**Run 1: floorplan with the power grid**

Bar = 20 um. Pins as bars on the die edge.
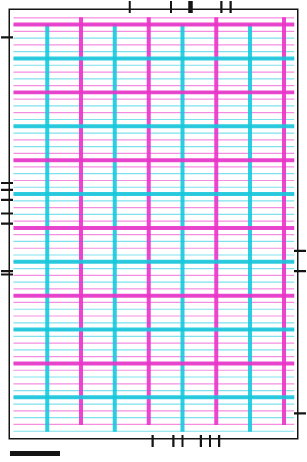
**Run 1: cell classes on the final placement**

Bar = 20 um.
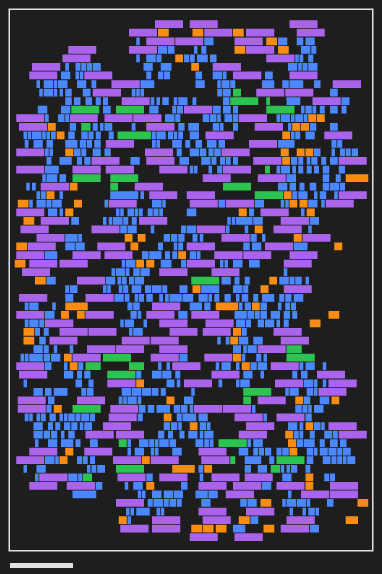
**Run 1: routed clock nets over the placement**

Bar = 20 um.
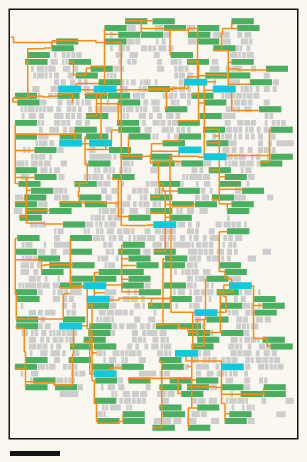
--- src/rtl/input_pkg.sv ---
// input_pkg: constants and helpers shared by the pushbutton/switch debounce block.
//   DEBOUNCE_CYCLES_DEFAULT : default stability window in clocks (10 ms at 50 MHz)
//   N_BTN / N_SW            : number of pushbuttons / slide switches
//   SYNC_STAGES             : flops in each input synchroniser
//   N_CH                    : total debounced channels (buttons first, then switches)
package input_pkg;

  localparam int unsigned DEBOUNCE_CYCLES_DEFAULT = 500000;
  localparam int unsigned N_BTN                   = 4;
  localparam int unsigned N_SW                    = 4;
  localparam int unsigned SYNC_STAGES             = 2;
  localparam int unsigned N_CH                    = N_BTN + N_SW;

  // True when exactly one bit of the button vector is set.
  function automatic logic is_onehot(input logic [N_BTN-1:0] v);
    return (v != '0) && ((v & (v - N_BTN'(1))) == '0);
  endfunction

endpackage

--- src/rtl/debounce_bit.sv ---
// debounce_bit: one debounced channel -- synchroniser, stability counter and the
// accepted-level register.
//   clk, rst_n  : clock, asynchronous active-low reset
//   raw         : raw input, asynchronous to clk
//   stable      : registered debounced level
//   stable_next : value stable takes on the coming edge (lets the parent register
//                 edge pulses aligned with the level change)
module debounce_bit
  import input_pkg::*;
#(
  parameter int unsigned DEBOUNCE_CYCLES = DEBOUNCE_CYCLES_DEFAULT,
  parameter int unsigned CNT_W           = $clog2(DEBOUNCE_CYCLES)
) (
  input  logic clk,
  input  logic rst_n,
  input  logic raw,
  output logic stable,
  output logic stable_next
);

  localparam logic [CNT_W-1:0] CntMax = CNT_W'(DEBOUNCE_CYCLES - 1);

  logic [SYNC_STAGES-1:0] sync_q;
  logic [CNT_W-1:0]       cnt_q, cnt_d;
  logic                   stable_q;
  logic                   synced;

  assign synced = sync_q[SYNC_STAGES-1];

  // Any matching cycle restarts the window; the last mismatching cycle of a full
  // window commits the new level and clears the counter, so it never wraps.
  always_comb begin
    cnt_d       = cnt_q;
    stable_next = stable_q;
    if (synced == stable_q) begin
      cnt_d = '0;
    end else if (cnt_q == CntMax) begin
      stable_next = synced;
      cnt_d       = '0;
    end else begin
      cnt_d = cnt_q + CNT_W'(1);
    end
  end

  always_ff @(posedge clk or negedge rst_n) begin
    if (!rst_n) begin
      sync_q   <= '0;
      cnt_q    <= '0;
      stable_q <= 1'b0;
    end else begin
      sync_q   <= {sync_q[SYNC_STAGES-2:0], raw};
      cnt_q    <= cnt_d;
      stable_q <= stable_next;
    end
  end

  assign stable = stable_q;

endmodule

--- src/rtl/input_debounce.sv ---
// input_debounce: synchronises and debounces 4 pushbuttons and 4 slide switches.
//   clk, rst_n : board clock, asynchronous active-low reset
//   pushbtns   : raw active-high buttons
//   switches   : raw slide switches
//   btn_level  : debounced button levels
//   btn_pulse  : one-cycle pulse on a debounced button press (0->1)
//   sw_stable  : debounced switch value
//   sw_changed : one-cycle pulse when any debounced switch bit changes
// Build option: define BTN_ONEHOT_EN to suppress button pulses unless the new
// debounced button vector is exactly one-hot (chords never pulse).
module input_debounce
  import input_pkg::*;
#(
  parameter int unsigned DEBOUNCE_CYCLES = DEBOUNCE_CYCLES_DEFAULT,
  parameter int unsigned CNT_W           = $clog2(DEBOUNCE_CYCLES)
) (
  input  logic             clk,
  input  logic             rst_n,
  input  logic [N_BTN-1:0] pushbtns,
  input  logic [N_SW-1:0]  switches,
  output logic [N_BTN-1:0] btn_level,
  output logic [N_BTN-1:0] btn_pulse,
  output logic [N_SW-1:0]  sw_stable,
  output logic             sw_changed
);

  logic [N_CH-1:0]  raw_all;
  logic [N_CH-1:0]  stable_all;
  logic [N_CH-1:0]  next_all;
  logic [N_BTN-1:0] btn_stable, btn_next, btn_rise;
  logic [N_SW-1:0]  sw_cur, sw_next;
  logic [N_BTN-1:0] btn_pulse_d;
  logic             sw_changed_d;

  assign raw_all = {switches, pushbtns};

  for (genvar i = 0; i < N_CH; i++) begin : g_ch
    debounce_bit #(
      .DEBOUNCE_CYCLES (DEBOUNCE_CYCLES),
      .CNT_W           (CNT_W)
    ) u_debounce_bit (
      .clk         (clk),
      .rst_n       (rst_n),
      .raw         (raw_all[i]),
      .stable      (stable_all[i]),
      .stable_next (next_all[i])
    );
  end

  assign btn_stable = stable_all[N_BTN-1:0];
  assign btn_next   = next_all[N_BTN-1:0];
  assign sw_cur     = stable_all[N_CH-1:N_BTN];
  assign sw_next    = next_all[N_CH-1:N_BTN];
  assign btn_rise   = btn_next & ~btn_stable;

  always_comb begin
`ifdef BTN_ONEHOT_EN
    // Downstream decodes buttons with a one-hot case; a chord must not fire.
    btn_pulse_d = is_onehot(btn_next) ? btn_rise : '0;
`else
    btn_pulse_d = btn_rise;
`endif
    sw_changed_d = |(sw_next ^ sw_cur);
  end

  always_ff @(posedge clk or negedge rst_n) begin
    if (!rst_n) begin
      btn_pulse  <= '0;
      sw_changed <= 1'b0;
    end else begin
      btn_pulse  <= btn_pulse_d;
      sw_changed <= sw_changed_d;
    end
  end

  assign btn_level = btn_stable;
  assign sw_stable = sw_cur;

endmodule

--- config.mk ---
export PLATFORM = sky130hd
export DESIGN_NAME = input_debounce
export DESIGN_NICKNAME = d
export VERILOG_FILES = /design/src/rtl/input_pkg.sv /design/src/rtl/debounce_bit.sv /design/src/rtl/input_debounce.sv
export SDC_FILE = /design/constraint.sdc
export NUM_CORES = 1
export LEC_CHECK = 0
export CORE_ASPECT_RATIO = 1.5
export CORE_MARGIN = 1
export CORE_UTILIZATION = 45
export DETAILED_ROUTE_END_ITERATION = 10
export PLACE_DENSITY_LB_ADDON = 0.12
export SLEW_MARGIN = 20
export SYNTH_ARGS = -nofsm -noshare
export SYNTH_HDL_FRONTEND = slang
export SYNTH_SLANG_ARGS = --single-unit
export TNS_END_PERCENT = 5
--- constraint.sdc ---
create_clock -name clk -period 1.9 [get_ports clk]
set_input_delay 0.285 -clock clk [delete_from_list [all_inputs] [get_ports clk]]
set_output_delay 0.285 -clock clk [all_outputs]
set_load 0.005 [all_outputs]
==> results_slide.txt, run 1 <==
Physical Implementation Snapshot

Worst setup path
  • Cell Chain, Critical Path: or4_1 > or4_4 > nor2_2 > mux2_2
  • Type of origin of the critical path: register
  • CP Depth: 4
  • Arr. time, crit path: 2.21 ns
  • Element type at the critical path end: register
  • Required @ worst endpoint: 2.21 ns
  • Worst-path fanout max: 3
  • Combined buffer and inverter count along the critical path: 0

CTS
  • CTS Buffer Depth: 2
  • TritonCTS Buffers: 17
  • Number of buffers inserted by hold repair at cts: 1
  • Cts repair resizes: 2
  • Clock tree from TritonCTS: built

Final timing
  • Post-route clock period utilization: 100%
  • Count of final setup violators: 1
  • Highest clock rate: 526 MHz
  • Slew at the pin with the worst max-slew slack: 0.440 ns
  • Final Hold Violating Endpoints: 0
  • Worst rel slew slack: 70.7%
  • Final worst-path setup slack: -0.000656 ns

Logic synthesis
  • Area share of the leading cell type in the synthesized netlist: 52.4%
  • Number of cell instances after yosys synthesis: 869
  • Ranking of synthesized cells by area: dfrtp_1 52%, xnor2_1 7.2%, nor2_1 5.5%, xor2_1 3.8%, nand3_1 3.5%
  • Post-synthesis sequential element count: 181
  • Multiplexer share of the synthesized area: 0.911%
  • Main combinational cell family by area after synthesis: simple AND/OR/NAND/NOR gates
  • Post-synthesis chip area from yosys: 0.00865 mm^2
  • Synth Flop Type: dfrtp_1
  • Area share of xor/xnor cells in the synthesized design: 11.0%
  • Post-synthesis async set-or-reset flop share: 100%

Cells and area
  • Most common logic cell in the routed design: dfrtp_1
  • Multi-input combinational cell count: 636
  • Logic share of the area: 38.8%
  • P&R area growth vs syn: 18.5%
  • Portion of the layout cell area used by clock cells: 5.53%
  • Total inserted antenna cells: 0
  • Fraction of layout instances using a drive strength above 1: 14.7%
  • Number of ordinary and repair buffers in the finished layout: 90
  • FF/Latch Area: 0.00453 mm^2
  • CLK BUF: 21
  • Most frequent cells in the layout: 181 x dfrtp_1, 126 x nor2_1, 71 x xnor2_1

Outcome
  • Outcome: finished, violations left
  • Violated checks: setup timing

Placed design
  • Routability congestion estimate: 0.838
  • Count of buffers from port buffering: 22

Worst hold path
  • Number of stages on the worst hold path: 1

Global routing
  • Wire length of the first global-routing pass: 30,200 um
  • Residual overflow from global routing: 0
  • Via count of the first global-routing pass: 6,725
  • Initial antenna violation count: 0
  • Pin count of the biggest net entering global routing: 51

Route
  • Drt total wl: 17,000 um
  • Count of unresolved DRC violations after routing: 0
  • Starting DRT DRC Count: 401
  • Number of routed nets with antenna violations: 0

Die
  • I/O pin cnt: 23
  • Site row count: 61

Power
  • Power, Total: 0.00762 W
  • P_leak: 4.10 nW
  • Clock network fraction of design power: 44.2%
  • Reported net switching power: 0.00169 W

Flow run
  • Max-capacitance violation count: 0
About 'floorplan with the power grid':
[VSS] cyan
[VDD] magenta
met5 straps: 12
met4 straps: 8
met1 rails: 62
signal pins: 23
core area: 0.0187 mm^2
die extent in x: 115 um
Worst VDD drop: 569 uV

About 'cell classes on the final placement':
[flops] purple | cells: 181
[all other logic] blue | cells: 657
[other buffers and delay cells] orange | cells: 90
[clock drivers and dummy loads] green | cells: 31
final standard cell utilization of the core: 54.8%
final design area excluding fillers: 0.0102 mm^2
proportion of cell area occupied by registers: 44.2%

About 'routed clock nets over the placement':
[cells driving clock nets] cyan | count: 17
[flip-flops] green | count: 181
[clock wires] orange | length: 2,200 um
flops lie: widely spread
routed clock nets: 18

-- run 1: final timing paths --
path	from	endpoint	slack (ns)
max	g_ch[7].u_debounce_bit.cnt_q[7]	g_ch[7].u_debounce_bit.stable	-0.0007
min	switches[1]	g_ch[5].u_debounce_bit.sync_q[0]	0.30
max reg2reg	g_ch[7].u_debounce_bit.cnt_q[7]	g_ch[7].u_debounce_bit.stable	-0.0007
min reg2reg	g_ch[2].u_debounce_bit.sync_q[0]	g_ch[2].u_debounce_bit.sync_q[1]	0.35
max in group asynchronous	rst_n	g_ch[1].u_debounce_bit.cnt_q[9]	0.83
min in group asynchronous	rst_n	btn_pulse[0]	0.37
-- run 1: metrics by stage --
stage	hold slack (ns)	cell area, um^2	utilization, %	instances	setup WS [ns]
6_report	0.295	10200	54.8	1211	-0.000656
5_1_grt	0.268	10200	54.8	1211	-0.0598
4_1_cts	0.270	10100	54.2	1208	-0.0191
3_5_place_dp	0.243	9550	51.1	1176	-0.0297
3_3_place_gp	0.237	9550	51.1	1176	-0.0266
2_1_floorplan	-0.0106	8650	-	869	-0.0296
-- run 1: power by group through the flow --
stage	Clock, W	Sequential (W)	Combinational [W]
2_1_floorplan	0	0.00403	0.000121
3_3_place_gp	0	0.00404	0.000276
3_5_place_dp	0	0.00404	0.000285
4_1_cts	0.00349	0.00397	0.000288
5_1_grt	0.00365	0.00398	0.000331
6_report	0.00337	0.00397	0.000284
-- run 1: registers in the layout, summed over array words and instances (netlist names) --
register                    flops
g_ch.u_debounce_bit.sync_q     16
sw_changed                      1
g_ch.u_debounce_bit.cnt_q     152
g_ch.u_debounce_bit.stable      8
btn_pulse                       4
-- run 1: routing by layer --
layer / GRT usage [%] / wire [um]
met5: 0 / 0
met4: 7.23 / 182
met3: 3.70 / 287
met2: 34.4 / 9170
met1: 22.4 / 7350
**Run 1: routing congestion map**

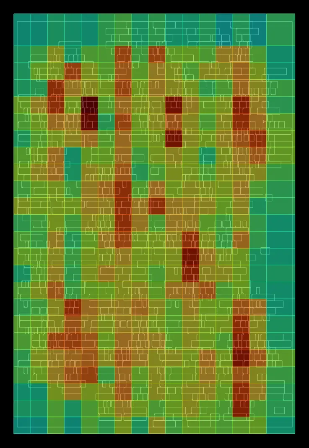

==> run 2: changes to the inputs <==
--- a/config.mk
+++ b/config.mk
@@ -14,4 +14,4 @@
 export SYNTH_ARGS = -nofsm -noshare
 export SYNTH_HDL_FRONTEND = slang
 export SYNTH_SLANG_ARGS = --single-unit
-export TNS_END_PERCENT = 5
+export TNS_END_PERCENT = 30
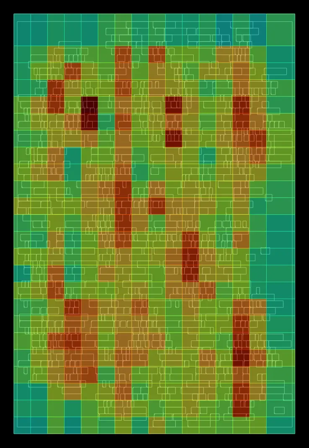
**Above:** run 2 (routing congestion map).
per-cell routed wire length: 14.1 um
overall global routing resource usage: 19.1%
most utilized layer in the global route result: met2
met1 capacity usage during global routing: 22.4%
met3 layer usage reported by global route: 3.70%

==> run 2 against run 1 <==
- the flow now finishes without violations
- sequential power is essentially flat
- highest routed layer unchanged
- sequential share of layout area shrank 0.37 points
- cell count grew 0.50%
- critical endpoint unchanged
- largest power group unchanged
==> results_slide.txt, run 2 <==
Physical Implementation Snapshot

Logic synthesis
  • Yosys warning total: 0
  • Area fraction in compound gates after synthesis: 5.53%
  • Cell area after technology mapping: 0.00865 mm^2
  • Number of distinct library cells after synthesis: 47
  • Register area share after synthesis: 52.4%
  • Number of cell instances after yosys synthesis: 869 (unchanged)
  • Area share of xor/xnor cells in the synthesized design: 11.0% (unchanged)
  • Ranking of synthesized cells by area: dfrtp_1 52%, xnor2_1 7.2%, nor2_1 5.5%, xor2_1 3.8%, nand3_1 3.5%
  • Synth Flop Type: dfrtp_1
  • Multiplexer share of the synthesized area: 0.911% (unchanged)
  • Post-synthesis sequential element count: 181 (unchanged)
  • Main combinational cell family by area after synthesis: simple AND/OR/NAND/NOR gates
  • Most frequent cell after synthesis: dfrtp_1
  • Post-synthesis chip area from yosys: 0.00865 mm^2 (unchanged)
  • Area share of the leading cell type in the synthesized netlist: 52.4% (unchanged)
  • Post-synthesis async set-or-reset flop share: 100% (unchanged)

CTS
  • Clock tree from TritonCTS: built
  • Cts repair resizes: 2 (unchanged)
  • TritonCTS Buffers: 17 (unchanged)
  • Clk slew on worst S/H paths: 0.07 ns
  • Number of clock sinks seen by CTS: 181
  • Number of buffers inserted by hold repair at cts: 1 (unchanged)
  • CTS Buffer Depth: 2 (unchanged)

Worst setup path
  • Cell Chain, Critical Path: or4_1 > or4_4 > nor2_4 > mux2_4
  • Slowest stage cell on the critical path: or4_1
  • FF-to-FF Start: g_ch[7].u_debounce_bit.cnt_q[7]
  • CP Depth: 4 (unchanged)
  • Worst-path fanout max: 3 (unchanged)
  • Combined buffer and inverter count along the critical path: 0 (unchanged)
  • Reg-to-reg slack, setup: 0.007 ns (about the same)
  • Crit path launch: g_ch[7].u_debounce_bit.cnt_q[7]
  • Required @ worst endpoint: 2.22 ns (about the same)
  • Element type at the critical path end: register
  • CP Capture Point: g_ch[7].u_debounce_bit.stable
  • R2r endpoint: g_ch[7].u_debounce_bit.stable
  • Arr. time, crit path: 2.21 ns (about the same)
  • Type of origin of the critical path: register

Global routing
  • Via count of the first global-routing pass: 6,725 (unchanged)
  • Wire length of the first global-routing pass: 30,200 um (unchanged)
  • Initial antenna violation count: 0 (unchanged)
  • Residual overflow from global routing: 0 (unchanged)
  • Pin count of the biggest net entering global routing: 51 (unchanged)

Placed design
  • Count of buffers from port buffering: 22 (unchanged)
  • HPWL after detailed placement: 11,900 um
  • Cell Area, Placed: 0.00955 mm^2 (unchanged)
  • Pre-CTS setup slack: -0.0297 ns (unchanged)
  • Routability congestion estimate: 0.838 (unchanged)

Final timing
  • Worst hold-check slack: 0.290 ns (-0.00559 ns)
  • Count of final setup violators: 0 (-1)
  • Slew at the pin with the worst max-slew slack: 0.440 ns (+0.000891 ns)
  • Highest clock rate: 528 MHz (+0.42%)
  • Final Hold Violating Endpoints: 0 (unchanged)
  • Final worst-path setup slack: 0.00729 ns (+0.00795 ns)
  • Worst rel slew slack: 70.6% (about the same)
  • Post-route clock period utilization: 99.6% (-0.42 points)
  • Unrepaired setup endpoints after global routing: true
  • Max Slew Vio Count: 0

Die
  • I/O pin cnt: 23 (unchanged)
  • Site row count: 61 (unchanged)
  • Die Y: 172 um
  • Die extent in x: 115 um (unchanged)
  • Core area: 0.0187 mm^2 (unchanged)

Cells and area
  • Most common logic cell in the routed design: dfrtp_1
  • P&R area growth vs syn: 19.5%
  • Biggest register: g_ch.u_debounce_bit.cnt_q
  • Most frequent cells in the layout: 181 x dfrtp_1, 126 x nor2_1, 71 x xnor2_1
  • Fraction of layout instances using a drive strength above 1: 15.5% (+0.84 points)
  • Total inserted antenna cells: 0 (unchanged)
  • FF/Latch Area: 0.00453 mm^2 (unchanged)
  • Number of flip-flops in the largest register: 152 (unchanged)
  • Final design area excluding fillers: 0.0103 mm^2 (+0.86%)

Route
  • Count of unresolved DRC violations after routing: 0 (unchanged)
  • Count of vias placed by the detailed router: 6,575
  • Number of routed nets with antenna violations: 0 (unchanged)
  • Drt total wl: 17,200 um (+1.3%)
  • Starting DRT DRC Count: 405 (+1.0%)

Worst hold path
  • Number of stages on the worst hold path: 1 (unchanged)

Power
  • P_leak: 4.13 nW (+0.88%)
  • Worst VDD drop: 567 uV (-0.32%)
  • PwrDens: 740 mW/mm^2

Outcome
  • Outcome: completed

Flow run
  • Tool warnings: 29
  • Max-capacitance violation count: 0 (unchanged)
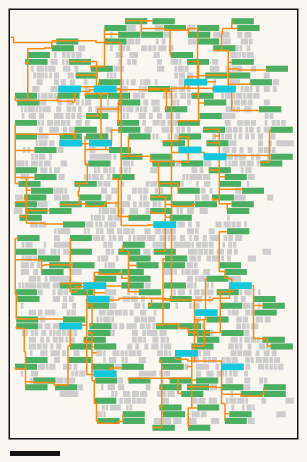
**Above:** run 2 (routed clock nets over the placement).
Bar = 20 um.
[cells driving clock nets] cyan | count: 17
[clock wires] orange | length: 2,190 um
[flip-flops] green | count: 181
routed clock nets: 18
flops lie: widely spread
clock network fraction of design power: 44.2%
clock distribution power: 0.00338 W
clk latency late pin: 0.43 ns
Max Clock Skew: 0.00848 ns

==> run 2: cell counts after synthesis <==
Identical to the previous run, type by type.
==> run 2: metrics by stage <==
step           setup TNS (ns)  util (%)  cells  power (W)
2_1_floorplan          -0.165         -    869    0.00415
3_3_place_gp          -0.0266      51.1   1176    0.00431
3_5_place_dp           -0.373      51.1   1176    0.00433
4_1_cts               -0.0191      54.2   1208    0.00775
5_1_grt                -0.279      55.3   1217    0.00797
6_report                    0      55.3   1217    0.00764
==> run 2: cell type report <==
cell class	count	share of cell area, %
Timing Repair Buffer	96	8.20
Sequential cell	181	43.8
Clock inverter	10	0.932
Inverter	21	0.763
Multi-Input combinational cell	636	38.7
Clock buffer	21	4.55
Tap cell	252	3.05
==> run 2: where the power goes <==
| group | internal [W] | switching [W] | leakage (nW) |
|---|---|---|---|
| Clock | 0.00191 | 0.00147 | 0.268 |
| Combinational | 0.000114 | 0.000178 | 1.39 |
| Sequential | 0.00391 | 0.0000585 | 2.47 |
| Total | 0.00594 | 0.00171 | 4.13 |
==> run 2: metal layers <==
layer	part of all wire, %	track usage (%)
met3	2.1	3.70
met2	53	34.4
met5	0	0
met4	1.9	7.23
met1	43	22.4
==> run 2: how the worst min path moves through the flow <==
stage | end | slack, ns | from
CTS | g_ch[4].u_debounce_bit.sync_q[0] | 0.27 | switches[0]
global route | g_ch[5].u_debounce_bit.sync_q[0] | 0.27 | switches[1]
detailed placement | g_ch[0].u_debounce_bit.cnt_q[6] | 0.24 | rst_n
finish | g_ch[5].u_debounce_bit.sync_q[0] | 0.29 | switches[1]
global placement | g_ch[0].u_debounce_bit.cnt_q[7] | 0.24 | rst_n
floorplan | btn_pulse[0] | -0.01 | rst_n
**Run 2: floorplan with the power grid**

Bar = 20 um. Pins as bars on the die edge.
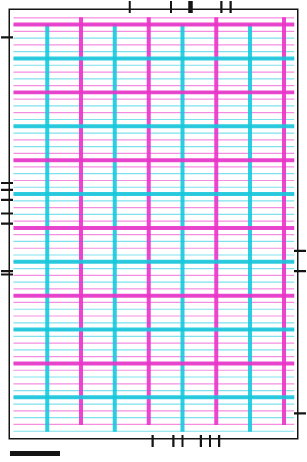

==> run 3: changes to the inputs <==
--- a/config.mk
+++ b/config.mk
@@ -9,7 +9,7 @@
 export CORE_MARGIN = 1
 export CORE_UTILIZATION = 45
 export DETAILED_ROUTE_END_ITERATION = 10
-export PLACE_DENSITY_LB_ADDON = 0.12
+export GPL_ROUTABILITY_DRIVEN = 0
 export SLEW_MARGIN = 20
 export SYNTH_ARGS = -nofsm -noshare
 export SYNTH_HDL_FRONTEND = slang
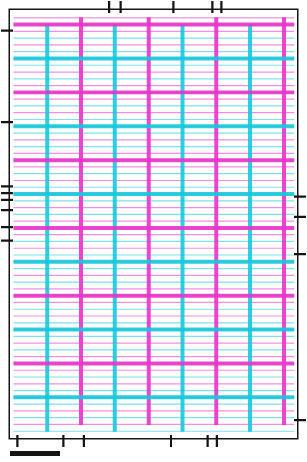
**Above:** run 3 (floorplan with the power grid).
Bar = 20 um. Pins as bars on the die edge.
[VDD] magenta
[VSS] cyan
met4 straps: 8
met1 rails: 62
met5 straps: 12
signal pins: 23

==> run 3 against run 2 <==
- worst setup slack gained 0.0082 ns
- total power up 1.0%
- area after synthesis stayed put
- cell count is 0.90% higher
- routed wire length fell by 1.8%
- die area did not move
- combinational power rose by 2%
- sequential cell count did not move
- global-route usage decreased by 0.23 points
- highest routed layer unchanged
==> results_slide.txt, run 3 <==
Physical Implementation Snapshot

Logic synthesis
  • Ranking of synthesized cells by area: dfrtp_1 52%, xnor2_1 7.2%, nor2_1 5.5%, xor2_1 3.8%, nand3_1 3.5%
  • Synth Flop Type: dfrtp_1
  • Most frequent cell after synthesis: dfrtp_1
  • Area share of the leading cell type in the synthesized netlist: 52.4% (unchanged)
  • Number of cell instances after yosys synthesis: 869 (unchanged)
  • Register area share after synthesis: 52.4% (unchanged)
  • Post-synthesis chip area from yosys: 0.00865 mm^2 (unchanged)
  • Post-synthesis async set-or-reset flop share: 100% (unchanged)
  • Post-synthesis sequential element count: 181 (unchanged)
  • Number of distinct library cells after synthesis: 47 (unchanged)

Outcome
  • Outcome: completed

Final timing
  • Post-route clock period utilization: 99.2% (-0.43 points)
  • Max Clock Skew: 0.00718 ns (-0.00130 ns)
  • Worst hold-check slack: 0.291 ns (+0.00119 ns)
  • Final Hold Violating Endpoints: 0 (unchanged)
  • Unrepaired setup endpoints after global routing: true
  • Slew at the pin with the worst max-slew slack: 0.496 ns (+0.0554 ns)
  • Max Slew Vio Count: 0 (unchanged)
  • Count of final setup violators: 0 (unchanged)

Cells and area
  • Number of flip-flops in the largest register: 152 (unchanged)
  • P&R area growth vs syn: 20.1%
  • Most frequent cells in the layout: 181 x dfrtp_1, 125 x nor2_1, 76 x buf_4
  • Post-Layout Cell Count: 1,228 (+0.90%)
  • Most common logic cell in the routed design: dfrtp_1
  • Biggest register: g_ch.u_debounce_bit.cnt_q

Worst hold path
  • Hold path start: pushbtns[1]

Worst setup path
  • Type of origin of the critical path: register
  • Cell Chain, Critical Path: or4_1 > or4_4 > nor2_2 > mux2_2
  • R2r endpoint: g_ch[7].u_debounce_bit.stable
  • Slowest stage cell on the critical path: or4_1
  • CP Depth: 4 (unchanged)
  • Element type at the critical path end: register
  • Required @ worst endpoint: 2.22 ns (about the same)
  • Crit path launch: g_ch[7].u_debounce_bit.cnt_q[7]
  • Combined buffer and inverter count along the critical path: 0 (unchanged)
  • Worst-path fanout max: 3 (unchanged)
  • CP Capture Point: g_ch[7].u_debounce_bit.stable

Global routing
  • Pin count of the biggest net entering global routing: 59 (+16%)
  • Initial antenna violation count: 0 (unchanged)
  • Wire length of the first global-routing pass: 29,600 um (-2.1%)
  • Residual overflow from global routing: 0 (unchanged)
  • Via count of the first global-routing pass: 6,489 (-3.5%)

Route
  • Count of vias placed by the detailed router: 6,520 (-0.84%)
  • Starting DRT DRC Count: 245 (-40%)

CTS
  • CTS Buffer Depth: 2 (unchanged)
  • TritonCTS Buffers: 17 (unchanged)
  • Clock tree from TritonCTS: built
  • Clk latency late pin: 0.43 ns (about the same)

Power
  • Power, Total: 0.00772 W (+1.0%)
  • P_leak: 4.19 nW (+1.4%)
  • Worst VDD drop: 581 uV (+2.5%)

Placed design
  • HPWL after detailed placement: 11,900 um (-0.11%)
  • Count of buffers from port buffering: 22 (unchanged)

Die
  • Die extent in x: 115 um (unchanged)
  • Site row count: 61 (unchanged)
  • I/O pin cnt: 23 (unchanged)
  • Core area: 0.0187 mm^2 (unchanged)
  • Die Y: 172 um (unchanged)
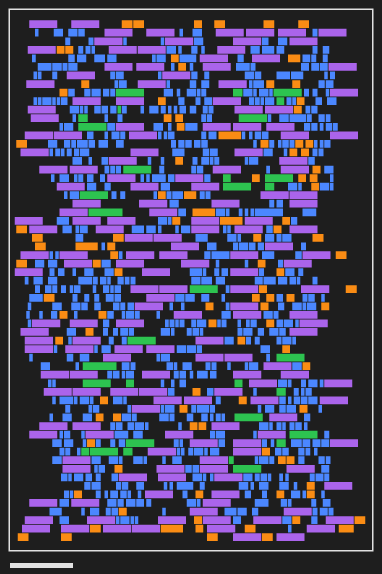
**Above:** run 3 (cell classes on the final placement).
Bar = 20 um.
[flops] purple | cells: 181
[all other logic] blue | cells: 657
[clock drivers and dummy loads] green | cells: 32
[other buffers and delay cells] orange | cells: 106
final standard cell utilization of the core: 55.6%
final design area excluding fillers: 0.0104 mm^2

run 3: netlist changes by cell type in the layout (fill, tap and decap cells not counted), moves of 2 or more:
cell	delta
nor2_2	+2
nand3_2	-2
clkinv_4	+4
buf_4	+8
nand3_1	+2
clkbuf_8	-2
nor4_1	+2
run 3: power breakdown:
group,internal [W],switching (W),leakage (nW)
registers,0.00391,0.0000569,2.47
clock network,0.00195,0.00151,0.269
logic,0.000117,0.000179,1.45
run 3: kinds of logic (layout without fill, tap and decap cells):
group	count (synthesis)	count (layout)	synth area share (%)
compound gates	80	80	5.53
xor+xnor	109	109	11.0
fa+ha+maj	8	8	1.16
buf+inv	52	159	2.79
flops	181	181	52.4
mux	7	7	0.912
simple gates	432	432	26.2
run 3: layer usage:
layer	wire, um	up-vias	track usage [%]
li1	-	3273	-
met1	7520	3165	22.6
met2	8690	55	33.1
met3	338	27	3.66
met4	356	0	7.96
met5	0	-	0
run 3: metrics by stage:
stage / setup TNS [ns] / setup slack [ns]
after global placement: -0.00361 / -0.00361
after global routing: -0.146 / -0.0282
after CTS: 0 / 0.00961
after detailed placement: -0.00902 / -0.00902
after floorplan: -0.165 / -0.0296
final: 0 / 0.0155
run 3: final cells by class:
cell class,count,share of cell area [%]
flip-flops and latches,181,43.6
multi-input cells,636,38.1
repair buffers,106,8.92
clock buffers,18,4.13
well taps,252,3.04
clock inverters,14,1.49
inverters,21,0.759
run 3: what timing repair did:
item | in CTS | in global routing
resized | 1 | 18
hold buffers | 1 | 0
endpoints found under the hold margin | 51 | 0
pin swaps | 0 | 4
setup buffers | 0 | 4
setup endpoints to repair | 1 | 62
No activity file was given, so power comes from the tool's default toggle rates.
